==> src/rtl/paddle_quad_decoder.sv <==
// Filtered quadrature decoder: sync -> tick-sampled debounce -> Gray decode -> clamped paddle position.
// Latency: 2 cycles pin-to-sync, DEBOUNCE_LEN..DEBOUNCE_LEN+1 ticks to filtered, 1 cycle to outputs.
// Backpressure: none; free-running inputs. Optional QDEC_ERR_CNT_EN builds the illegal-transition counter.
module paddle_quad_decoder #(
   parameter int SAMPLE_DIV      = 1563,
   parameter int DEBOUNCE_LEN    = 4,
   parameter int COUNTS_PER_STEP = 4,
   parameter int POS_MAX         = 18,
   parameter int POS_RESET       = 9
) (
   input  logic       pxl_clk,
   input  logic       reset_n,
   input  logic       enc_a,
   input  logic       enc_b,
   input  logic       pos_load,
   output logic [5:0] position,
   output logic       step,
   output logic       dir,
   output logic [7:0] err_count
);

   localparam int PW = (SAMPLE_DIV > 1) ? $clog2(SAMPLE_DIV) : 1;
   localparam logic [PW-1:0]     DIV_LAST     = PW'(SAMPLE_DIV - 1);
   localparam logic [5:0]        POS_TOP      = 6'(POS_MAX);
   localparam logic [5:0]        POS_INIT     = 6'(POS_RESET);
   localparam logic signed [3:0] ACC_INC_LAST = 4'(COUNTS_PER_STEP - 1);
   localparam logic signed [3:0] ACC_DEC_LAST = 4'(1 - COUNTS_PER_STEP);

   logic                    a_s1, a_s2, b_s1, b_s2;
   logic [PW-1:0]           pre_cnt;
   logic                    tick;
   logic [DEBOUNCE_LEN-1:0] win_a, win_b, win_a_nxt, win_b_nxt;
   logic [1:0]              filt_ab, prev_ab;
   logic                    edge_inc, edge_dec;
   logic signed [3:0]       acc, acc_nxt;
   logic                    inc_req, dec_req;

   always_ff @(posedge pxl_clk or negedge reset_n) begin
      if (!reset_n) begin
         a_s1 <= 1'b0;
         a_s2 <= 1'b0;
         b_s1 <= 1'b0;
         b_s2 <= 1'b0;
      end else begin
         a_s1 <= enc_a;
         a_s2 <= a_s1;
         b_s1 <= enc_b;
         b_s2 <= b_s1;
      end
   end

   assign tick = (pre_cnt == DIV_LAST);

   always_ff @(posedge pxl_clk or negedge reset_n) begin
      if (!reset_n) begin
         pre_cnt <= '0;
      end else if (tick) begin
         pre_cnt <= '0;
      end else begin
         pre_cnt <= pre_cnt + 1'b1;
      end
   end

   assign win_a_nxt = {win_a[DEBOUNCE_LEN-2:0], a_s2};
   assign win_b_nxt = {win_b[DEBOUNCE_LEN-2:0], b_s2};

   // A level is accepted only once the whole sample window agrees on it.
   always_ff @(posedge pxl_clk or negedge reset_n) begin
      if (!reset_n) begin
         win_a   <= '0;
         win_b   <= '0;
         filt_ab <= 2'b00;
      end else if (tick) begin
         win_a <= win_a_nxt;
         win_b <= win_b_nxt;
         if (&win_a_nxt)       filt_ab[1] <= 1'b1;
         else if (~|win_a_nxt) filt_ab[1] <= 1'b0;
         if (&win_b_nxt)       filt_ab[0] <= 1'b1;
         else if (~|win_b_nxt) filt_ab[0] <= 1'b0;
      end
   end

   always_ff @(posedge pxl_clk or negedge reset_n) begin
      if (!reset_n) prev_ab <= 2'b00;
      else          prev_ab <= filt_ab;
   end

   always_comb begin
      edge_inc = 1'b0;
      edge_dec = 1'b0;
      case ({prev_ab, filt_ab})
         4'b00_01, 4'b01_11, 4'b11_10, 4'b10_00: edge_inc = 1'b1;
         4'b00_10, 4'b10_11, 4'b11_01, 4'b01_00: edge_dec = 1'b1;
         default: ;
      endcase
   end

   always_comb begin
      acc_nxt = acc;
      inc_req = 1'b0;
      dec_req = 1'b0;
      if (edge_inc) begin
         if (acc == ACC_INC_LAST) begin
            acc_nxt = '0;
            inc_req = 1'b1;
         end else begin
            acc_nxt = acc + 4'sd1;
         end
      end else if (edge_dec) begin
         if (acc == ACC_DEC_LAST) begin
            acc_nxt = '0;
            dec_req = 1'b1;
         end else begin
            acc_nxt = acc - 4'sd1;
         end
      end
   end

   // Requests past either end are dropped but still consume the detent.
   always_ff @(posedge pxl_clk or negedge reset_n) begin
      if (!reset_n) begin
         acc      <= '0;
         position <= POS_INIT;
         step     <= 1'b0;
         dir      <= 1'b0;
      end else if (pos_load) begin
         acc      <= '0;
         position <= POS_INIT;
         step     <= 1'b0;
      end else begin
         acc  <= acc_nxt;
         step <= 1'b0;
         if (inc_req && (position != POS_TOP)) begin
            position <= position + 6'd1;
            step     <= 1'b1;
            dir      <= 1'b1;
         end else if (dec_req && (position != 6'd0)) begin
            position <= position - 6'd1;
            step     <= 1'b1;
            dir      <= 1'b0;
         end
      end
   end

`ifdef QDEC_ERR_CNT_EN
   logic illegal;
   assign illegal = &(prev_ab ^ filt_ab);

   always_ff @(posedge pxl_clk or negedge reset_n) begin
      if (!reset_n) begin
         err_count <= '0;
      end else if (illegal && (err_count != 8'hFF)) begin
         err_count <= err_count + 8'd1;
      end
   end
`else
   assign err_count = '0;
`endif

endmodule

==> config.mk <==
export PLATFORM = sky130hd
export DESIGN_NAME = paddle_quad_decoder
export DESIGN_NICKNAME = d
export VERILOG_FILES = /design/src/rtl/paddle_quad_decoder.sv
export SDC_FILE = /design/constraint.sdc
export NUM_CORES = 1
export LEC_CHECK = 0
export CORE_ASPECT_RATIO = 0.6
export CORE_MARGIN = 3
export CORE_UTILIZATION = 29
export DETAILED_ROUTE_END_ITERATION = 12
export PLACE_DENSITY = 0.58
export SYNTH_ARGS = -nofsm -noshare
export SYNTH_HDL_FRONTEND = slang
export SYNTH_SLANG_ARGS = --single-unit
==> constraint.sdc <==
create_clock -name pxl_clk -period 3.8 [get_ports pxl_clk]
set_input_delay 0.38 -clock pxl_clk [delete_from_list [all_inputs] [get_ports pxl_clk]]
set_output_delay 0.38 -clock pxl_clk [all_outputs]
set_load 0.03 [all_outputs]
### Supply network

Bar = 20 µm. Pins as bars on the die edge.
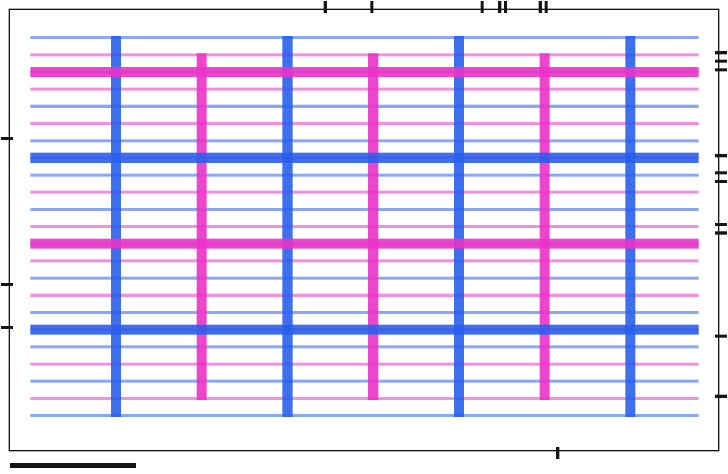
| color | net |
|---|---|
| magenta | VDD |
| blue | VSS |
signal pins: 21
met1 rails: 23
rows: 22

### Placement by cell class

Bar = 20 µm.
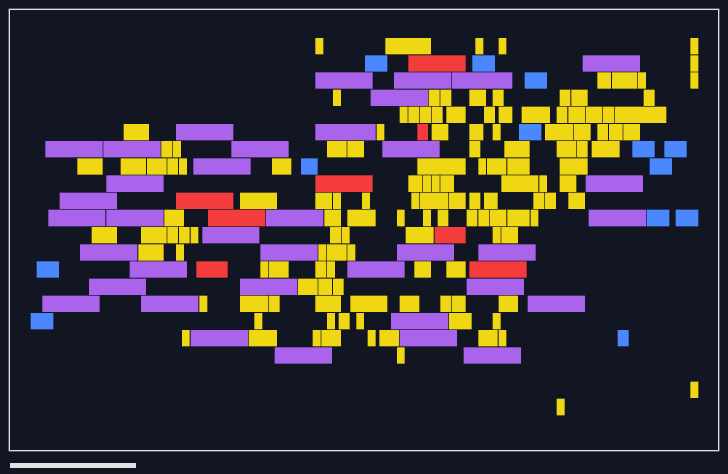
| color | class | cells | share of their area |
|---|---|---|---|
| red | clock drivers and dummy loads | 8 | 7.2% |
| purple | flops | 37 | 42% |
| blue | other buffers and delay cells | 13 | 5.6% |
| yellow | combinational and other logic | 141 | 45% |

### Clock distribution

Bar = 20 µm.
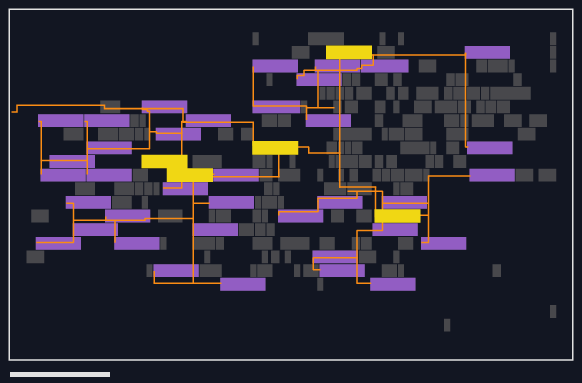
[orange] clock wires | length: 510 µm
[purple] flip-flops | count: 37
[yellow] clock drivers | count: 5
routed clock nets: 6

==> impl_metrics.ini <==
; synthesis and place-and-route metrics
[finish]
area_delta_synth_final_pct = 17.4
mostFrequentLayoutCells = dfrtp_1, nor2_1, clkdlybuf4s50_1, nand3_1
comb_cells = 134
buffers_excl_clock = 13
lay_top_count = dfrtp_1
num-nonclk-inverters = 7
nFillCells = 638
nNetsFinal = 213
drive_gt1_frac = 0.126
combGateArea_um2 = 956
ff_count = 37
clkbuf_count = 7
regArea_um2 = 928
largest_reg_flops = 11

[synthesis]
xor_share = 0.0620
logic_family = simple AND/OR/NAND/NOR gates
ys_area_um2 = 1960
synth_flops = 37
flop_cell = dfrtp_1
yosysCellCount = 181
ys_sh_aoi = 0.136
edf_count = 0
postSynthSeqShare = 0.474
ys_sh_mux = 0.0518
syn_area_per_cell_um2 = 10.8
top_cell_area_share = 0.447
syn_area_um2 = 1960
ys_sh_adder = 0.0677
syn_inst = 181
synth_top_cell_by_area = dfrtp_1
common_cells = dfrtp_1, nor2_1, nand3_1

[setup_path]
crit_cells = 9
crit_end = position[5]
cp_max_fo = 11
path_cells = ha_1 > nor3b_1 > nand4_4 > ha_1 > a211oi_1 > o21bai_1 > a21oi_1 > mux2i_4 > mux2_1
worstSetupEndpointType = flop
required_ns = 3.96
slowest_delay_ns = 0.46
r2r_end = position[5]
start_kind = flop
cp_common_cell = ha_1
r2r_slack_ns = 0.77
ff2ff_path_depth = 9
critPathSlowestCell = dfrtp_1
crit_type = flop to flop
worstSetupStartpoint = acc[0]

[grt]
met1_usage = 0.153
antenna_found_initial = 0
use_met2 = 0.123
use_met3 = 0.0375
overflow = 0

[detailed_routing]
vias = 1317
drt-pass1-iter-count = 4
drt-total-wl_um = 3580
wl_per_cell_um = 12.7
viasPerCell = 4.65
wl_met2_um = 1290
drc = 0
drt_iter0_markers = 63

[die]
pin_count = 21
die_area_um2 = 7810
die_w_um = 112
initCoreUtil = 0.309

[power_and_ir_drop]
p_sw_uw = 173
comb_cell_power_uw = 27.3
seqPwrFrac = 0.468
p_int_uw = 679
power_leader = the clock network
p_seq_uw = 398
comb_power_share = 0.032

[clocking]
ctsHoldBuffers = 0
cts_sinks = 37
cts_setup_buffers = 0
cts_resized = 0
root_buffer = clkbuf_16
worstSkewPairLatency_ns = 0.28
cts_buffers = 5

[sta]
slew_headroom = 0.436
hold_slack_ns = 0.198
min_period_ns = 3.03
worst_slack_ns = 0.767
maxSlewViolCount = 0
fin_crit_sh = 0.798
tightest_slew_ns = 0.846

[place]
dp.cells = 275
dpl-instance-area_um2 = 2140
routabilityCongestion = 0.808

[worst_hold_path]
hold_path_class = input port to async pin

[job]
cap_violations = 0

[run_status]
status = finished clean
